$ cat src/rtl/enc_8b10b_lanes_if.sv
// Bus interface for enc_8b10b_lanes: byte/K inputs and 10b code outputs.
// With ENC_KERR_EN defined the per-lane illegal-K flag out_kerr is present.
interface enc_8b10b_lanes_if #(
  parameter int LANES = 1
);
  logic                  in_valid;
  logic [8*LANES-1:0]    in_data;
  logic [LANES-1:0]      in_k;
  logic                  out_valid;
  logic [10*LANES-1:0]   out_code;
  logic                  out_rd;
`ifdef ENC_KERR_EN
  logic [LANES-1:0]      out_kerr;

  modport master (output in_valid, in_data, in_k,
                  input  out_valid, out_code, out_rd, out_kerr);
  modport slave  (input  in_valid, in_data, in_k,
                  output out_valid, out_code, out_rd, out_kerr);
`else
  modport master (output in_valid, in_data, in_k,
                  input  out_valid, out_code, out_rd);
  modport slave  (input  in_valid, in_data, in_k,
                  output out_valid, out_code, out_rd);
`endif
endinterface

$ cat src/rtl/enc_8b10b_lanes.sv
// Multi-lane 8b/10b encoder: input register, sub-block classification register,
// then code selection with lane-chained running disparity. Optional ENC_KERR_EN.
module enc_8b10b_lanes #(
  parameter int LANES   = 1,
  parameter bit INIT_RD = 1'b0
) (
  input  logic             clk,
  input  logic             rst,
  enc_8b10b_lanes_if.slave bus
);

  // RD-independent description of one byte; code6/code4 are the RD- forms
  typedef struct packed {
    logic [5:0] code6;
    logic       flip6;
    logic       sel6;
    logic [3:0] code4;
    logic       flip4;
    logic       sel4;
    logic       a7k;
    logic       a7m;
    logic       a7p;
    logic       k28b;
  } cls_t;

  function automatic logic [5:0] code6_rdm(input logic [4:0] x);
    case (x)
      5'd0:    code6_rdm = 6'b100111;
      5'd1:    code6_rdm = 6'b011101;
      5'd2:    code6_rdm = 6'b101101;
      5'd3:    code6_rdm = 6'b110001;
      5'd4:    code6_rdm = 6'b110101;
      5'd5:    code6_rdm = 6'b101001;
      5'd6:    code6_rdm = 6'b011001;
      5'd7:    code6_rdm = 6'b111000;
      5'd8:    code6_rdm = 6'b111001;
      5'd9:    code6_rdm = 6'b100101;
      5'd10:   code6_rdm = 6'b010101;
      5'd11:   code6_rdm = 6'b110100;
      5'd12:   code6_rdm = 6'b001101;
      5'd13:   code6_rdm = 6'b101100;
      5'd14:   code6_rdm = 6'b011100;
      5'd15:   code6_rdm = 6'b010111;
      5'd16:   code6_rdm = 6'b011011;
      5'd17:   code6_rdm = 6'b100011;
      5'd18:   code6_rdm = 6'b010011;
      5'd19:   code6_rdm = 6'b110010;
      5'd20:   code6_rdm = 6'b001011;
      5'd21:   code6_rdm = 6'b101010;
      5'd22:   code6_rdm = 6'b011010;
      5'd23:   code6_rdm = 6'b111010;
      5'd24:   code6_rdm = 6'b110011;
      5'd25:   code6_rdm = 6'b100110;
      5'd26:   code6_rdm = 6'b010110;
      5'd27:   code6_rdm = 6'b110110;
      5'd28:   code6_rdm = 6'b001110;
      5'd29:   code6_rdm = 6'b101110;
      5'd30:   code6_rdm = 6'b011110;
      5'd31:   code6_rdm = 6'b101011;
      default: code6_rdm = 6'b000000;
    endcase
  endfunction

  function automatic logic [3:0] code4_rdm(input logic [2:0] y);
    case (y)
      3'd0:    code4_rdm = 4'b1011;
      3'd1:    code4_rdm = 4'b1001;
      3'd2:    code4_rdm = 4'b0101;
      3'd3:    code4_rdm = 4'b1100;
      3'd4:    code4_rdm = 4'b1101;
      3'd5:    code4_rdm = 4'b1010;
      3'd6:    code4_rdm = 4'b0110;
      3'd7:    code4_rdm = 4'b1110;
      default: code4_rdm = 4'b0000;
    endcase
  endfunction

  // Ones count other than three means the 6b sub-block is unbalanced
  function automatic logic unbal6(input logic [5:0] c);
    logic [2:0] ones;
    ones = {2'b00, c[0]} + {2'b00, c[1]} + {2'b00, c[2]} +
           {2'b00, c[3]} + {2'b00, c[4]} + {2'b00, c[5]};
    unbal6 = (ones != 3'd3);
  endfunction

  function automatic logic k_valid(input logic [7:0] d);
    k_valid = (d[4:0] == 5'd28) ||
              ((d[7:5] == 3'd7) && ((d[4:0] == 5'd23) || (d[4:0] == 5'd27) ||
                                    (d[4:0] == 5'd29) || (d[4:0] == 5'd30)));
  endfunction

  // Illegal K bytes fall through to the D-character classification
  function automatic cls_t classify(input logic [7:0] d, input logic k);
    cls_t       c;
    logic [4:0] x;
    logic [2:0] y;
    logic       k_ok;
    logic       k28;
    x       = d[4:0];
    y       = d[7:5];
    k_ok    = k && k_valid(d);
    k28     = k_ok && (x == 5'd28);
    c.code6 = k28 ? 6'b001111 : code6_rdm(x);
    c.flip6 = unbal6(c.code6);
    c.sel6  = !k28 && (x == 5'd7);
    c.code4 = code4_rdm(y);
    c.flip4 = (y == 3'd0) || (y == 3'd4) || (y == 3'd7);
    c.sel4  = (y == 3'd3);
    c.a7k   = k_ok && (y == 3'd7);
    c.a7m   = !k_ok && (y == 3'd7) && ((x == 5'd17) || (x == 5'd18) || (x == 5'd20));
    c.a7p   = !k_ok && (y == 3'd7) && ((x == 5'd11) || (x == 5'd13) || (x == 5'd14));
    c.k28b  = k28 && ((y == 3'd1) || (y == 3'd2) || (y == 3'd5) || (y == 3'd6));
    return c;
  endfunction

  logic                    in_valid_r;
  logic [8*LANES-1:0]      in_data_r;
  logic [LANES-1:0]        in_k_r;
  logic                    s1_valid_r;
  cls_t [LANES-1:0]        cls_s;
  cls_t [LANES-1:0]        s1_cls_r;
  logic [10*LANES-1:0]     code_s;
  logic                    rd_end_s;
  logic                    rd_r;
  logic                    out_valid_r;
  logic [10*LANES-1:0]     out_code_r;

  // Input capture register
  always_ff @(posedge clk) begin
    if (rst) begin
      in_valid_r <= 1'b0;
      in_data_r  <= '0;
      in_k_r     <= '0;
    end else begin
      in_valid_r <= bus.in_valid;
      in_data_r  <= bus.in_data;
      in_k_r     <= bus.in_k;
    end
  end

  // Per-lane sub-block classification
  always_comb begin
    cls_s = '0;
    for (int n = 0; n < LANES; n++) begin
      cls_s[n] = classify(in_data_r[8*n +: 8], in_k_r[n]);
    end
  end

  // Classification register
  always_ff @(posedge clk) begin
    if (rst) begin
      s1_valid_r <= 1'b0;
      s1_cls_r   <= '0;
    end else begin
      s1_valid_r <= in_valid_r;
      s1_cls_r   <= cls_s;
    end
  end

  // Code selection with RD chained lane 0 -> lane LANES-1
  always_comb begin
    logic       rd_v;
    logic [5:0] c6;
    logic [3:0] c4;
    logic       a7;
    rd_v   = rd_r;
    c6     = 6'b000000;
    c4     = 4'b0000;
    a7     = 1'b0;
    code_s = '0;
    for (int n = 0; n < LANES; n++) begin
      if ((s1_cls_r[n].flip6 || s1_cls_r[n].sel6) && rd_v) begin
        c6 = ~s1_cls_r[n].code6;
      end else begin
        c6 = s1_cls_r[n].code6;
      end
      rd_v = rd_v ^ s1_cls_r[n].flip6;
      a7 = s1_cls_r[n].a7k || (s1_cls_r[n].a7m && !rd_v) || (s1_cls_r[n].a7p && rd_v);
      c4 = a7 ? 4'b0111 : s1_cls_r[n].code4;
      // K28.y balanced 4b codes track the 6b complement rather than staying fixed
      if ((s1_cls_r[n].flip4 || s1_cls_r[n].sel4) && rd_v) begin
        c4 = ~c4;
      end else if (s1_cls_r[n].k28b && !rd_v) begin
        c4 = ~c4;
      end else begin
        c4 = c4;
      end
      rd_v = rd_v ^ s1_cls_r[n].flip4;
      code_s[10*n +: 10] = {c6, c4};
    end
    rd_end_s = rd_v;
  end

  // Output and RD register; code and RD hold across bubbles
  always_ff @(posedge clk) begin
    if (rst) begin
      out_valid_r <= 1'b0;
      out_code_r  <= '0;
      rd_r        <= INIT_RD;
    end else if (s1_valid_r) begin
      out_valid_r <= 1'b1;
      out_code_r  <= code_s;
      rd_r        <= rd_end_s;
    end else begin
      out_valid_r <= 1'b0;
    end
  end

  assign bus.out_valid = out_valid_r;
  assign bus.out_code  = out_code_r;
  assign bus.out_rd    = rd_r;

`ifdef ENC_KERR_EN
  logic [LANES-1:0] kerr_s;
  logic [LANES-1:0] s1_kerr_r;
  logic [LANES-1:0] out_kerr_r;

  // Illegal-K detection on the captured input
  always_comb begin
    kerr_s = '0;
    for (int n = 0; n < LANES; n++) begin
      kerr_s[n] = in_k_r[n] && !k_valid(in_data_r[8*n +: 8]);
    end
  end

  // Illegal-K flag pipeline, cleared on bubbles
  always_ff @(posedge clk) begin
    if (rst) begin
      s1_kerr_r  <= '0;
      out_kerr_r <= '0;
    end else begin
      s1_kerr_r  <= kerr_s;
      out_kerr_r <= s1_valid_r ? s1_kerr_r : '0;
    end
  end

  assign bus.out_kerr = out_kerr_r;
`endif

endmodule

$ cat src/flat_wrapper.sv
// flat-port wrapper written by rule: the top's interface ports become plain ports
module enc_8b10b_lanes_flat 
#(
  parameter int LANES   = 1,
  parameter bit INIT_RD = 1'b0
)
  (clk, rst, bus_in_valid, bus_in_data, bus_in_k, bus_out_valid, bus_out_code, bus_out_rd);
  enc_8b10b_lanes_if #(.LANES(LANES)) bus_i ();
  input  logic clk;
  input  logic rst;
  input wire logic [$bits(bus_i.in_valid)-1:0] bus_in_valid;
  input wire logic [$bits(bus_i.in_data)-1:0] bus_in_data;
  input wire logic [$bits(bus_i.in_k)-1:0] bus_in_k;
  output wire logic [$bits(bus_i.out_valid)-1:0] bus_out_valid;
  output wire logic [$bits(bus_i.out_code)-1:0] bus_out_code;
  output wire logic [$bits(bus_i.out_rd)-1:0] bus_out_rd;
  assign bus_i.in_valid = bus_in_valid;
  assign bus_i.in_data = bus_in_data;
  assign bus_i.in_k = bus_in_k;
  assign bus_out_valid = bus_i.out_valid;
  assign bus_out_code = bus_i.out_code;
  assign bus_out_rd = bus_i.out_rd;
  enc_8b10b_lanes #(.LANES(LANES), .INIT_RD(INIT_RD)) u_core (.clk(clk), .rst(rst), .bus(bus_i));
endmodule
$ cat config.mk
export PLATFORM = sky130hd
export DESIGN_NAME = enc_8b10b_lanes_flat
export DESIGN_NICKNAME = d
export VERILOG_FILES = /design/src/rtl/enc_8b10b_lanes_if.sv /design/src/rtl/enc_8b10b_lanes.sv /design/src/flat_wrapper.sv
export SDC_FILE = /design/constraint.sdc
export NUM_CORES = 1
export LEC_CHECK = 0
export ABC_AREA = 1
export CORE_UTILIZATION = 50
export DETAILED_ROUTE_END_ITERATION = 10
export PLACE_DENSITY = 0.85
export SLEW_MARGIN = 10
export SYNTH_ARGS = -nofsm -noshare
export SYNTH_HDL_FRONTEND = slang
export SYNTH_SLANG_ARGS = --single-unit
$ cat constraint.sdc
create_clock -name clk -period 2.8 [get_ports clk]
set_input_delay 0.56 -clock clk [delete_from_list [all_inputs] [get_ports clk]]
set_output_delay 0.56 -clock clk [all_outputs]
set_load 0.01 [all_outputs]
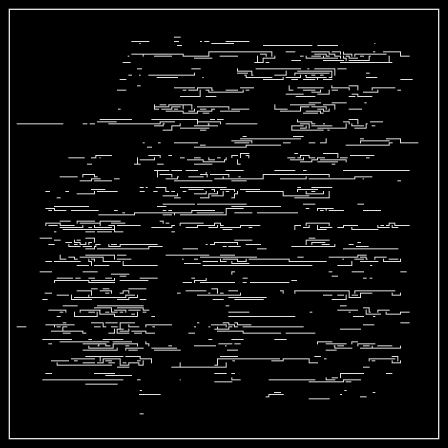
Figure 1: met1 routing.
- longest straight run: 17.5 um
- nets with wire on the layer: 320
Final Routed Wirelength: 3769 um
fraction of met1 tracks used by global routing: 20.41%
total number of vias: 1797

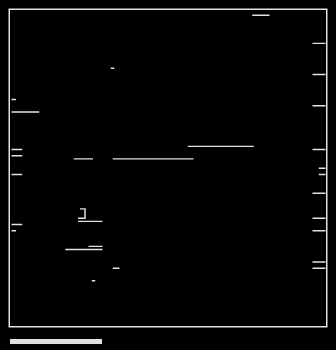
Figure 2: signal wires on met3.
The bar under the picture is 20 um long.
- nets with wire on the layer: 25
- longest straight run: 17.2 um
- wire length on this layer: 101 um
met3 routing resource usage after global routing: 3.289%

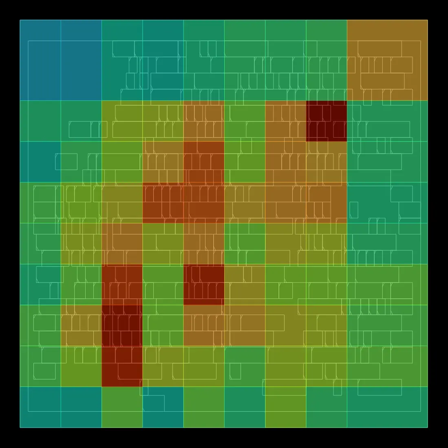
Figure 3: congestion heat map.
Util after Layout: 63.22%
global routing usage on met2: 32.48%
routed length per instance: 10.05 um

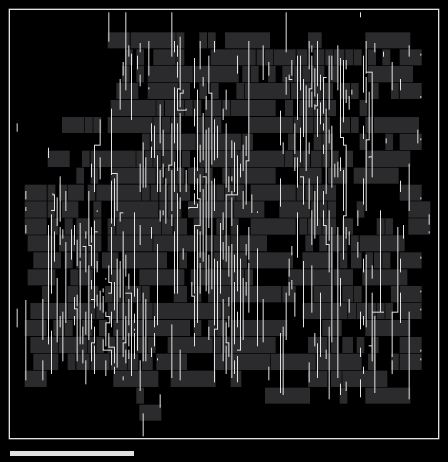
Figure 4: M2 wires.
The bar under the picture is 20 um long. Cells faint in the background.
- wire length on this layer: 1900 um
- share of all routed wire: 50%

==> qor.json <==
{
  "outcome": {
    "run_status": "complete, no violations"
  },
  "finish": {
    "layout_top_cells_excl_fill_tap": "sky130_fd_sc_hd__inv_1, sky130_fd_sc_hd__dfxtp_1, sky130_fd_sc_hd__nor2_1",
    "dominant_cells": "combinational gates",
    "ff_latch_area_um2": 940.9,
    "proportion_of_layout_cells_with_a_drive_suffix_above_1_pct": 8.615,
    "clockNetworkAreaShare_pct": 3.916,
    "synthToLayoutAreaGrowth_pct": 17.44,
    "fin_cells": 375,
    "num-nonclk-inverters": 59,
    "layout.nets": 347,
    "clock_buffers": 6,
    "share_of_the_final_layout_cell_area_in_multi_input_gates_pct": 39.02,
    "final_design_area_no_fill_um2": 2620,
    "fill_cells": 369,
    "mostFrequentLayoutCell": "sky130_fd_sc_hd__inv_1",
    "comb_cell_area_um2": 1022
  },
  "clocking": {
    "cts_tree": "built",
    "insertion_delay_ps": 290,
    "htree_levels": 2,
    "post-cts-setup-buffer-count": 0,
    "ctsRootBufferMaster": "sky130_fd_sc_hd__clkbuf_8",
    "cts_sinks": 47,
    "clock_path_buffers": 2,
    "cts_hold_buf": 0,
    "cts_made_buffers": 5,
    "post_cts_clock_slew_at_the_launch_and_capture_registers_of_the_worst_setup_and_hold_paths_ps": 80,
    "cts.repair.resized": 0
  },
  "detailed_routing": {
    "detail-route-antenna-nets": 0,
    "drc": 0,
    "top_signal_layer_used": "met4",
    "post_drt_via_cell_ratio": 4.792,
    "initialDrtViolationCount": 69,
    "routedLengthMet1_um": 1674,
    "drt_pre_antenna_iters": 4,
    "wl_met3_um": 100,
    "dr_wl_met2_um": 1895
  },
  "worst_setup_path": {
    "start_kind": "flip-flop",
    "cp_max_fo": 4,
    "crit_start": "u_core.in_data_r[0]$_SDFF_PP0_",
    "worst-setup-path-type": "reg -> reg",
    "timing_endpoint_of_the_critical_path": "u_core.s1_cls_r[11]$_SDFF_PP0_",
    "crit_buf_inv": 3,
    "timing.critical_path.arrival_ps": 2820,
    "cp.required_ps": 2970,
    "worstReg2RegEnd": "u_core.s1_cls_r[11]$_SDFF_PP0_",
    "critPathTopFamily": "adder cells",
    "slowest_delay_ps": 490,
    "crit_slowest_cell": "sky130_fd_sc_hd__fa_1"
  },
  "placed_design": {
    "place_hpwl_um": 2933,
    "gp_routability_congestion": 0.8946,
    "place_inst": 368
  },
  "synth": {
    "synthesis.area_um2": 2231,
    "post_synth_num_cell_types": 33,
    "ys_seq_share_pct": 42.18,
    "post_synth_main_logic_family": "simple AND/OR/NAND/NOR gates",
    "netlist.top_cell.by_area": "sky130_fd_sc_hd__dfxtp_1",
    "ys_warn_count": 0,
    "synth.net_count": 319,
    "post_synth_mux_area_share_pct": 0,
    "top_cell": "sky130_fd_sc_hd__inv_1",
    "enable_flop_cells": 0,
    "async_reset_ff_share_pct": 0,
    "synth_flops": 47,
    "flop_cell": "sky130_fd_sc_hd__dfxtp_1",
    "top_area_share_pct": 42.18
  },
  "power": {
    "power.combinational.fraction_pct": 17.2,
    "maxPowerGroup": "registers",
    "combinationalPower_uw": 248,
    "power.switching_fraction_pct": 25.05,
    "clock_power_share_pct": 31.8,
    "power-per-cell-area_nw_per_um2": 551.7,
    "fin_total_pwr_uw": 1446,
    "p_int_uw": 1083
  },
  "global_routing": {
    "number_of_antenna_violations_at_the_first_check_in_global_routing": 0,
    "global_route_congestion_overflow_total": 0,
    "first_pass_grt_wire_length_um": 6451,
    "top_usage_layer": "met2",
    "grt_use_total_pct": 18.40,
    "grt_pass1_vias": 1604
  },
  "die": {
    "io-pin-count": 24,
    "std_cell_rows": 23,
    "die-width_um": 68.80,
    "die-area_um2": 4733,
    "fp.dieH_um": 68.80,
    "initCoreUtil_pct": 53.83
  },
  "timing": {
    "slew-limit-headroom_pct": 63.00,
    "worst_clock_skew_ps": 7.381,
    "slew_violations": 0,
    "fin_setup_tns_ps": 0,
    "worst_case_setup_margin_in_the_final_layout_ps": 146.5,
    "rsz0062_at_grt": "false",
    "final-hold-violation-count": 0,
    "f_max_ghz": 0.3769,
    "worst_pin_slew_ps": 554.3,
    "fin_worst_hold_slack_ps": 400.9,
    "post-route-period-util_pct": 94.77
  },
  "flow_run": {
    "cap_viol_max_count": 0
  },
  "worst_hold_path": {
    "min_from": "u_core.in_valid_r$_SDFF_PP0_",
    "hold-path-cell-count": 2,
    "worst_hold_path_class": "reg -> reg"
  }
}
Power is estimated from default activity; no workload was simulated.
